<file path="config.mk">
export PLATFORM = sky130hd
export DESIGN_NAME = mul8_seq_flat
export DESIGN_NICKNAME = d
export VERILOG_FILES = /design/src/rtl/mul8_seq_if.sv /design/src/rtl/mul8_seq.sv /design/src/flat_wrapper.sv
export SDC_FILE = /design/constraint.sdc
export NUM_CORES = 1
export LEC_CHECK = 0
export CAP_MARGIN = 20
export CORE_MARGIN = 2
export CORE_UTILIZATION = 55
export CTS_BUF_LIST = sky130_fd_sc_hd__clkbuf_4 sky130_fd_sc_hd__clkbuf_8
export CTS_CLUSTER_DIAMETER = 150
export DETAILED_ROUTE_END_ITERATION = 16
export GPL_TIMING_DRIVEN = 0
export PLACE_DENSITY = 0.82
export SYNTH_ARGS = -nofsm -noshare
export SYNTH_HDL_FRONTEND = slang
export SYNTH_SLANG_ARGS = --single-unit
</file>
<file path="constraint.sdc">
create_clock -name clock -period 14.7 [get_ports clock]
set_input_delay 1.47 -clock clock [delete_from_list [all_inputs] [get_ports clock]]
set_output_delay 1.47 -clock clock [all_outputs]
set_load 0.02 [all_outputs]
</file>
<file path="src/rtl/mul8_seq_if.sv">
// mul8_seq_if: operand/handshake/result bundle for the sequential 8x8 multiplier.
// The master drives operands and start; the slave returns busy, done and the product.
interface mul8_seq_if;
  logic [7:0]  x;
  logic [7:0]  y;
  logic        start;
  logic        busy;
  logic        done;
  logic [15:0] m;

  modport master (output x, output y, output start, input busy, input done, input m);
  modport slave  (input x, input y, input start, output busy, output done, output m);
endinterface

</file>
<file path="src/rtl/mul8_seq.sv">
// mul8_seq: sequential 8x8 unsigned multiplier built from one shared 4x4
// multiplier and a 16-bit accumulator. One nibble partial product is added
// per cycle (S0..S3), followed by a one-cycle DONE state.
// Optional build macro MUL8_SEQ_ZERO_SKIP_EN: when defined, a zero operand at
// acceptance jumps straight from IDLE to DONE with a zero product.
module mul8_seq (
  input  logic      clock,
  input  logic      reset,
  mul8_seq_if.slave bus
);

  typedef enum logic [2:0] {
    IDLE = 3'd0,
    S0   = 3'd1,
    S1   = 3'd2,
    S2   = 3'd3,
    S3   = 3'd4,
    DONE = 3'd5
  } state_t;

  // The single shared 4x4 multiplier; the product of two nibbles fits in 8 bits.
  function automatic logic [7:0] mul4(input logic [3:0] a, input logic [3:0] b);
    mul4 = {4'd0, a} * {4'd0, b};
  endfunction

  state_t      state_r, state_s;
  logic [7:0]  x_r, x_s;
  logic [7:0]  y_r, y_s;
  logic [15:0] acc_r, acc_s;
  logic        busy_r, busy_s;
  logic        done_r, done_s;
  logic [3:0]  a_s, b_s;
  logic [3:0]  sh_s;
  logic [7:0]  pp_s;
  logic [15:0] sum_s;

  // Pick the nibble pair and weight for the current step and form acc + partial product.
  always_comb begin
    a_s  = 4'd0;
    b_s  = 4'd0;
    sh_s = 4'd0;
    case (state_r)
      S0: begin
        a_s  = x_r[3:0];
        b_s  = y_r[3:0];
        sh_s = 4'd0;
      end
      S1: begin
        a_s  = x_r[3:0];
        b_s  = y_r[7:4];
        sh_s = 4'd4;
      end
      S2: begin
        a_s  = x_r[7:4];
        b_s  = y_r[3:0];
        sh_s = 4'd4;
      end
      S3: begin
        a_s  = x_r[7:4];
        b_s  = y_r[7:4];
        sh_s = 4'd8;
      end
      default: begin
        a_s  = 4'd0;
        b_s  = 4'd0;
        sh_s = 4'd0;
      end
    endcase
    pp_s  = mul4(a_s, b_s);
    // The full product never exceeds 16 bits, so any carry out is simply dropped.
    sum_s = acc_r + ({8'd0, pp_s} << sh_s);
  end

  // Next-state, operand capture and accumulator update; outputs are derived from the next state.
  always_comb begin
    state_s = state_r;
    x_s     = x_r;
    y_s     = y_r;
    acc_s   = acc_r;
    case (state_r)
      IDLE: begin
        if (bus.start) begin
          x_s   = bus.x;
          y_s   = bus.y;
          acc_s = 16'd0;
`ifdef MUL8_SEQ_ZERO_SKIP_EN
          if ((bus.x == 8'd0) || (bus.y == 8'd0)) begin
            state_s = DONE;
          end else begin
            state_s = S0;
          end
`else
          state_s = S0;
`endif
        end else begin
          state_s = IDLE;
        end
      end
      S0: begin
        acc_s   = sum_s;
        state_s = S1;
      end
      S1: begin
        acc_s   = sum_s;
        state_s = S2;
      end
      S2: begin
        acc_s   = sum_s;
        state_s = S3;
      end
      S3: begin
        acc_s   = sum_s;
        state_s = DONE;
      end
      DONE: begin
        state_s = IDLE;
      end
      default: begin
        state_s = IDLE;
      end
    endcase
    busy_s = (state_s != IDLE);
    done_s = (state_s == DONE);
  end

  // State, operand, accumulator and registered status flags; reset aborts any operation.
  always_ff @(posedge clock or posedge reset) begin
    if (reset) begin
      state_r <= IDLE;
      x_r     <= 8'd0;
      y_r     <= 8'd0;
      acc_r   <= 16'd0;
      busy_r  <= 1'b0;
      done_r  <= 1'b0;
    end else begin
      state_r <= state_s;
      x_r     <= x_s;
      y_r     <= y_s;
      acc_r   <= acc_s;
      busy_r  <= busy_s;
      done_r  <= done_s;
    end
  end

  assign bus.busy = busy_r;
  assign bus.done = done_r;
  assign bus.m    = acc_r;

endmodule

</file>
<file path="src/flat_wrapper.sv">
// flat-port wrapper written by rule: the top's interface ports become plain ports
module mul8_seq_flat 
  (clock, reset, bus_x, bus_y, bus_start, bus_busy, bus_done, bus_m);
  mul8_seq_if bus_i ();
  input  logic clock;
  input  logic reset;
  input wire logic [$bits(bus_i.x)-1:0] bus_x;
  input wire logic [$bits(bus_i.y)-1:0] bus_y;
  input wire logic [$bits(bus_i.start)-1:0] bus_start;
  output wire logic [$bits(bus_i.busy)-1:0] bus_busy;
  output wire logic [$bits(bus_i.done)-1:0] bus_done;
  output wire logic [$bits(bus_i.m)-1:0] bus_m;
  assign bus_i.x = bus_x;
  assign bus_i.y = bus_y;
  assign bus_i.start = bus_start;
  assign bus_busy = bus_i.busy;
  assign bus_done = bus_i.done;
  assign bus_m = bus_i.m;
  mul8_seq u_core (.clock(clock), .reset(reset), .bus(bus_i));
endmodule
</file>
==> flow_summary.yaml <==
# generated from flow reports
final_layout:
  lay_top_cells: "dfrtp_1, clkdlybuf4s50_1, nor2_1, ha_1, nand2_1"
  logic_area_sq_um: 1900
  layout_top_cell: "dfrtp_1"
logic_synthesis:
  topCombFamilyByArea: "AND-OR/OR-AND gates"
  synth_cell_types: 56
  simple_gate_share_pct: 16.3
  synthesis.nets: 365
  adder_share_pct: 15.0
clocking:
  post_cts_buffers: 0
  clk_latency_ns: 0.29
  cts_max_level: 2
  clock_path_buffers: 2
final_timing:
  fin_crit_sh_pct: 41.0
detailed_routing:
  drc_errors: 0
setup_path:
  reg2reg_to: "u_core.bus.m[15]"
  cp.required_ns: 14.87
  crit_arrival_ns: 6.20
  cp-start-kind: "flop"
flow_run:
  warnings: 26
min_path:
  whs_path_depth: 1
  worstHoldPathType: "flop to flop"
run_status:
  status: "complete, no violations"
die:
  rows: 26
-- metal layers --
metal	GRT usage (%)	part of all wire (%)	wire (um)
met5	0	0	0
met4	6.96	1.3	91
met3	4.12	3.7	250
met1	33.7	48	3260
met2	38.3	47	3160
-- flip-flops by register name, indices dropped and copies added, names as in the netlist --
signal	flops
u_core.bus.done	1
u_core.y_r	8
u_core.x_r	8
u_core.bus.m	16
u_core.state_r	3
u_core.bus.busy	1
-- cell families after synthesis --
group                    after synthesis
AND-OR/OR-AND                         92
XOR/XNOR                              14
adder cells (fa/ha/maj)               32
buffers and inverters                 23
flip-flops                            37
multiplexers                          20
AND/OR/NAND/NOR                       96
-- critical path, cell delays in order (launching register included) --
cell and delay (ns):
dfrtp_1 0.33, buf_4 0.17, nor2b_1 0.14, clkbuf_1 0.30, nand2_1 0.10, nand2_1 0.14
a22oi_1 0.17, or2_2 0.34, fa_1 0.51, inv_1 0.06, fa_1 0.50, ha_1 0.32
a211o_1 0.37, and4_4 0.22, nor3_2 0.22, nor2_1 0.11, o21a_1 0.23, ha_1 0.36
a21oi_1 0.21, a211oi_1 0.10, a221oi_1 0.46, a31oi_1 0.19, a311oi_2 0.26, o21ai_1 0.10
-- power by group --
part | switching (mW) | internal (mW)
sequential | 0.0310 | 0.149
clock | 0.0392 | 0.0552
combinational | 0.303 | 0.222
-- area by class of cell --
class / count / share of cell area (%)
Multi-Input combinational cell: 254 / 54.5
Sequential cell: 37 / 26.5
Timing Repair Buffer: 36 / 10.3
Tap cell: 70 / 2.50
Clock buffer: 6 / 2.36
Inverter: 14 / 1.50
Buffer: 9 / 1.32
Clock inverter: 2 / 1.07
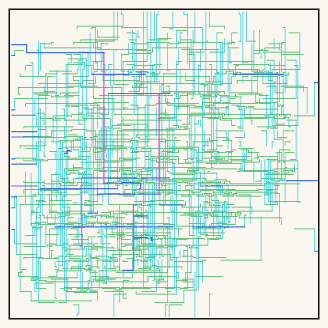
Figure 1: signal wires by layer.
(4 px per um)
- blue: met3 (wire length 250 um)
- green: met1 (wire length 3260 um)
- magenta: met4 (wire length 91.1 um)
- cyan: met2 (wire length 3160 um)

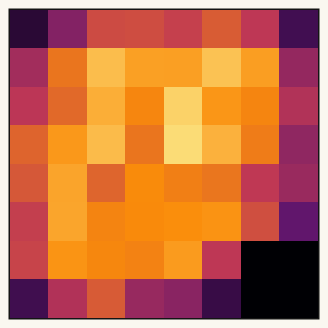
Figure 2: placement density heat map.
(4 px per um) The die is cut into 8 by 8 equal tiles; black is low, pale yellow is high, 0 to 100% covered.
- fullest tile: 92%
- tiles over 75% full: 28%
- emptiest ninth of the die: south-east
- mean over tiles: 57%
- nearly empty tiles: 6.2%

Power figures rest on the tool's default switching activity, not on a simulated workload.
